==> images/metal_density.png <==
16 x 16 tiles, from black (low) to pale yellow (high), scaled to the fullest tile. Values are wire area over tile area, all layers added.
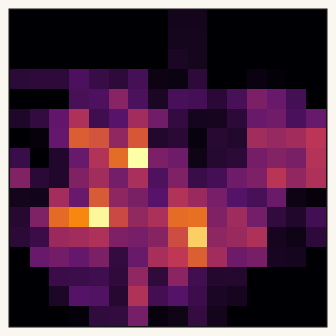
==> images/placement.png <==
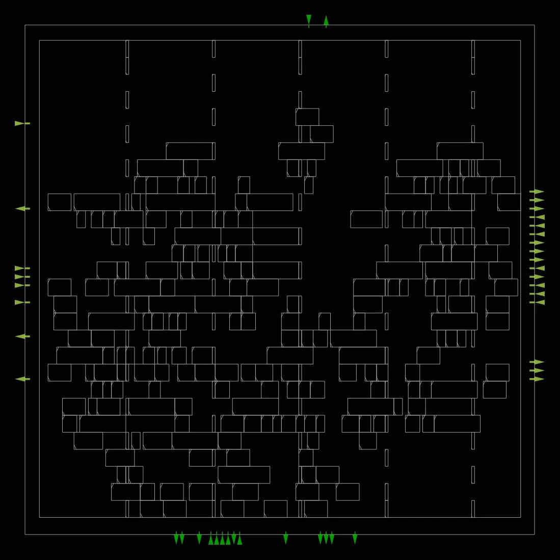
==> images/logic_types.png <==
Bar = 20 µm.
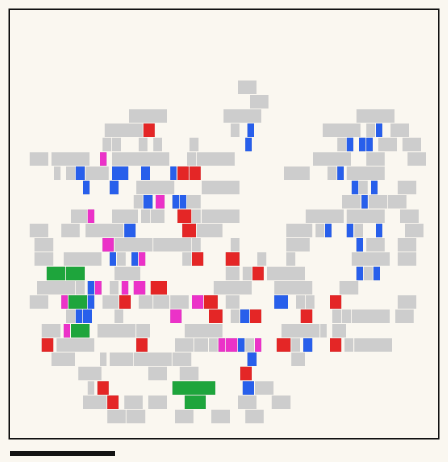
==> images/detail.png <==
Bar = 10 µm. Region (28, 12) to (53, 37) µm. Cells in grey, sequential cells in the stronger grey; small squares are vias.
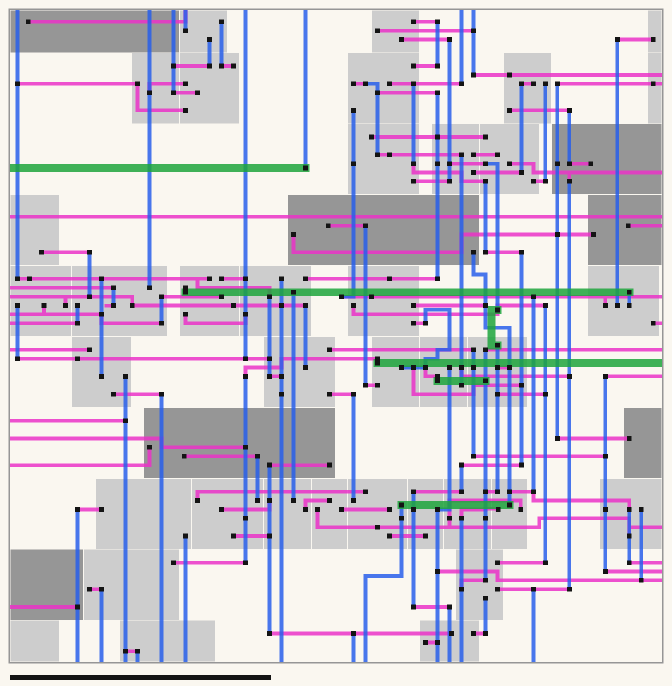
===== src/rtl/demux_sched.sv =====
// Round-robin / fixed-select sequencer for a 1:4 demux: holds one word and
// steers it to a channel via one-hot valid, re-steering stalled round-robin words.
module demux_sched #(
  parameter int W   = 8,
  parameter int TMO = 15
) (
  input  logic         clk,
  input  logic         rst,
  input  logic         in_valid,
  input  logic [W-1:0] in_data,
  output logic         in_ready,
  input  logic         mode,
  input  logic [1:0]   sel,
  output logic [3:0]   out_valid,
  output logic [W-1:0] out_data,
  input  logic [3:0]   out_ready,
  output logic [1:0]   cur_ch,
  output logic [7:0]   skip_cnt
);

  typedef enum logic {IDLE = 1'b0, HOLD = 1'b1} state_t;

  localparam logic [7:0] TMO_C  = TMO[7:0];
  localparam logic       TMO_EN = (TMO != 0);

  state_t         state_q;
  logic [W-1:0]   data_q;
  logic [1:0]     cur_ch_q;
  logic [1:0]     ptr_q;
  logic [7:0]     timer_q;
  logic [7:0]     skip_q;
  logic           hmode_q;
  logic           done;

  // Only the targeted channel's ready can complete the transfer.
  assign done = out_ready[cur_ch_q];

  always_ff @(posedge clk) begin
    if (rst) begin
      state_q  <= IDLE;
      data_q   <= '0;
      cur_ch_q <= 2'd0;
      ptr_q    <= 2'd0;
      timer_q  <= 8'd0;
      skip_q   <= 8'd0;
      hmode_q  <= 1'b0;
    end else begin
      case (state_q)
        IDLE: begin
          if (in_valid) begin
            data_q   <= in_data;
            hmode_q  <= mode;
            cur_ch_q <= mode ? sel : ptr_q;
            timer_q  <= 8'd0;
            state_q  <= HOLD;
          end
        end
        HOLD: begin
          if (done) begin
            state_q <= IDLE;
            if (!hmode_q) ptr_q <= cur_ch_q + 2'd1;
          end else if (!hmode_q && TMO_EN) begin
            // Completion already lost this cycle, so the timeout may fire.
            if (timer_q == TMO_C) begin
              cur_ch_q <= cur_ch_q + 2'd1;
              timer_q  <= 8'd0;
              if (skip_q != 8'hFF) skip_q <= skip_q + 8'd1;
            end else begin
              timer_q <= timer_q + 8'd1;
            end
          end
        end
        default: state_q <= IDLE;
      endcase
    end
  end

  // Handshake outputs are pure decodes of registered state.
  for (genvar gi = 0; gi < 4; gi++) begin : g_ov
    assign out_valid[gi] = (state_q == HOLD) && (cur_ch_q == 2'(gi));
  end

  assign in_ready = (state_q == IDLE);
  assign out_data = data_q;
  assign cur_ch   = cur_ch_q;
  assign skip_cnt = skip_q;

endmodule

===== config.mk =====
export PLATFORM = sky130hd
export DESIGN_NAME = demux_sched
export DESIGN_NICKNAME = d
export VERILOG_FILES = /design/src/rtl/demux_sched.sv
export SDC_FILE = /design/constraint.sdc
export NUM_CORES = 1
export LEC_CHECK = 0
export CORE_MARGIN = 2
export CORE_UTILIZATION = 25
export CTS_CLUSTER_DIAMETER = 40
export DETAILED_ROUTE_END_ITERATION = 8
export HOLD_SLACK_MARGIN = 0.12
export PLACE_DENSITY = 0.57
export RECOVER_POWER = 100
export SLEW_MARGIN = 20
export SYNTH_ARGS = -nofsm -noshare
export SYNTH_HDL_FRONTEND = slang
export SYNTH_SLANG_ARGS = --single-unit
export TNS_END_PERCENT = 20

===== constraint.sdc =====
create_clock -name clk -period 4.61 [get_ports clk]
set_clock_uncertainty 0.1 [all_clocks]
set_input_delay 0.461 -clock clk [delete_from_list [all_inputs] [get_ports clk]]
set_output_delay 0.461 -clock clk [all_outputs]
set_load 0.005 [all_outputs]

==> CHANGELOG.md <==
### Changed

* Yosys reg bits at 30
* CTS tree: yes
* Outcome: finished clean
* Clk sinks at 30
* Reg-to-reg slack, setup at 2060 ps
* Die height at 81.3 µm
* Vias in the first global route at 1310
* Slowest Stage Delay on Critical Path at 680 ps
* Final ANT Viol Nets at 0
* Latency at later pin at 270 ps
* Drt wl/cell at 12.3 µm
* Met2 wire length at 1640 µm
* Worst slew pin tran at 999 ps
* Setup violators final at 0
* Port Buffers at 40
* Final Net Count at 241
* Slowest-stage cell, CP: or4_1
* Clock Path Buffers at 2
* Postcts setup bufs at 0
* Die area at 6620 µm²
* Met1 Resource Use GR at 0.140
* Sw Ratio at 0.238
* Reg power frac at 0.454
* Hold Path Class: flop to flop
* Gate Count Post-Synth at 180
* PD cells at 301 nW/µm²
* Grt met2 use at 0.191
* Die X at 81.3 µm
* I/O pins at 41
* Required time worst endpoint at 4700 ps
* Comb group at 0.0000746 W
* MaxCap Viol Count at 0
* First-pass GRT wire length at 5910 µm
* Setup_tns at 0 ps
* FA/HA/MAJ Cells, Area Fraction at 0.0502
* Leakage power figure at 0.740 nW
* Share of cells above drive strength 1 at 0.0596
* Synth Area in XOR/XNOR at 0.00586
* Post-Layout Inst Area at 2040 µm²
* Ant. Diodes at 0
* Final slew viol count at 0
* Drt drc at 0
* Most common reg cell: dfxtp_1
* Highest Signal Layer: met4
* Number of enable flip-flop cells at 0
* Yosys cell types at 36
* RSZ-0062 raised after global routing: no
* Largest net degree at the start of global routing at 27
* Comb power frac at 0.122
* Area delta synth->final at 36.2%
* Sw Pwr at 0.000146 W
* CTS H-Tree Depth at 2
* Clock group total power at 0.000260 W
* Tool warnings at 29
* Top cells by area: dfxtp_1, a21oi_1, nand2_1
* Root Buffer: clkbuf_8
* Initial core utilization at 0.256
* Clock power frac at 0.424
* Routed Wire Length at 3620 µm
* Min Tclk post-route at 2740 ps
* Final Cycle Share at 0.595
* Util after Layout at 0.348
* Internal power at 0.000466 W
* Chip area in the Yosys report at 1500 µm²
* GRT overflow at 0
* Floorplan net count at 204
* Cts repair resizes at 0
* Via Count at 1410
* Setup Crit Path Kind: input pin to flop
* CP most frequent cell: or4_1
* Hold_buf cts at 0
* Synth Seq Share at 0.402
* Synth warn at 0
* Drt first pass iters at 4
* Worst EP arrival at 2830 ps
* Met3 WL at 267 µm
* Comb area leader: simple AND/OR/NAND/NOR gates
* CP Launch Type: input pin
* Max Clk Rate at 0.365 GHz
* Async SR Flop Fraction at 0
* Worst path cell trace: dlygate4sd3_1 -> mux4_2 -> or4_1 -> or4_1 -> a21oi_1
* Most Used Layer, Global Route: met2
* Initial antenna violation count at 0
* Worst-path clk slew at 60 ps
* Synth Area in Simple Gates at 0.259
* Detailed placement HPWL at 2550 µm
* Compound Share, Synth at 0.184
* Maximum VDD drop at 0.138 mV
Back to the opening pictures, metal_density.png:
The mean over all tiles is 0.088. 31% of the tiles are nearly empty. The fullest tile reaches 0.47.

Back to the opening pictures, placement.png:
Core Box Area: 5850 µm²
Site Rows: 28
sequential cell count: 30
fill count: 609
number of tapcells: 75

Back to the opening pictures, logic_types.png:
AND and OR gates: shown in red, cells 22. multiplexers: shown in green, cells 6. NOR gates: shown in magenta, cells 15. NAND gates: shown in blue, cells 38.

Back to the opening pictures, detail.png:
metal 3: shown in green. metal 2: shown in blue. metal 1: shown in magenta.
Sequential cells in the window: 4. 39 logic cells have their middle in the window. Netlist names of flops here include `skip_cnt` (3), `timer_q` (1). Most frequent: a21oi_1 (5).

==> worst paths after layout <==
check / from / end / depth (start not counted)
worst max-delay path: out_ready[2] / skip_cnt[4]$_SDFFE_PP0P_ / 5
worst min-delay path: out_data[0]$_SDFFE_PP0P_ / out_data[0]$_SDFFE_PP0P_ / 2
worst max register to register: state_q$_SDFF_PP0_ / skip_cnt[4]$_SDFFE_PP0P_ / 4
worst min register to register: out_data[0]$_SDFFE_PP0P_ / out_data[0]$_SDFFE_PP0P_ / 2
==> sequential cells by signal, summed over array words and instances (netlist names) <==
register,flops
state_q,1
out_data,8
skip_cnt,8
timer_q,8
ptr_q,2
hmode_q,1
cur_ch,2
==> stage by stage <==
step / cells / power (W) / setup slack, ps / hold slack, ps
after CTS: 293 / 0.000623 / 2000 / 358
after floorplan: 180 / 0.000325 / 2250 / 336
after global placement: 285 / 0.000363 / 1730 / 344
after detailed placement: 285 / 0.000362 / 1720 / 349
after global routing: 293 / 0.000638 / 1760 / 375
final: 293 / 0.000612 / 1870 / 351
==> synth_stat cells, drive strengths merged (2+ instances only) <==
cell,count
o21ai,10
nor4,3
or2,2
dfxtp,30
ha,6
and3,2
mux2i,4
inv,4
nor2b,2
a211oi,2
clkbuf,10
nand3,8
nor2,9
o31ai,5
and2,4
or3,7
a21oi,26
or4,6
nand2,26
==> cell type report <==
class / count / area (µm²)
Inverter: 4 / 15.0
Clock inverter: 3 / 40.0
Sequential cell: 30 / 601
Clock buffer: 5 / 68.8
Tap cell: 75 / 93.8
Multi-Input combinational cell: 136 / 817
Timing Repair Buffer: 40 / 400
Fill cell: 609 / 3810
==> worst max-delay path, delay by kind of cell <==
kind / cells / cell delay (ps)
compound gates: 1 / 140
simple gates: 2 / 1120
buf+inv: 1 / 550
mux: 1 / 560
Power figures rest on the tool's default switching activity, not on a simulated workload.
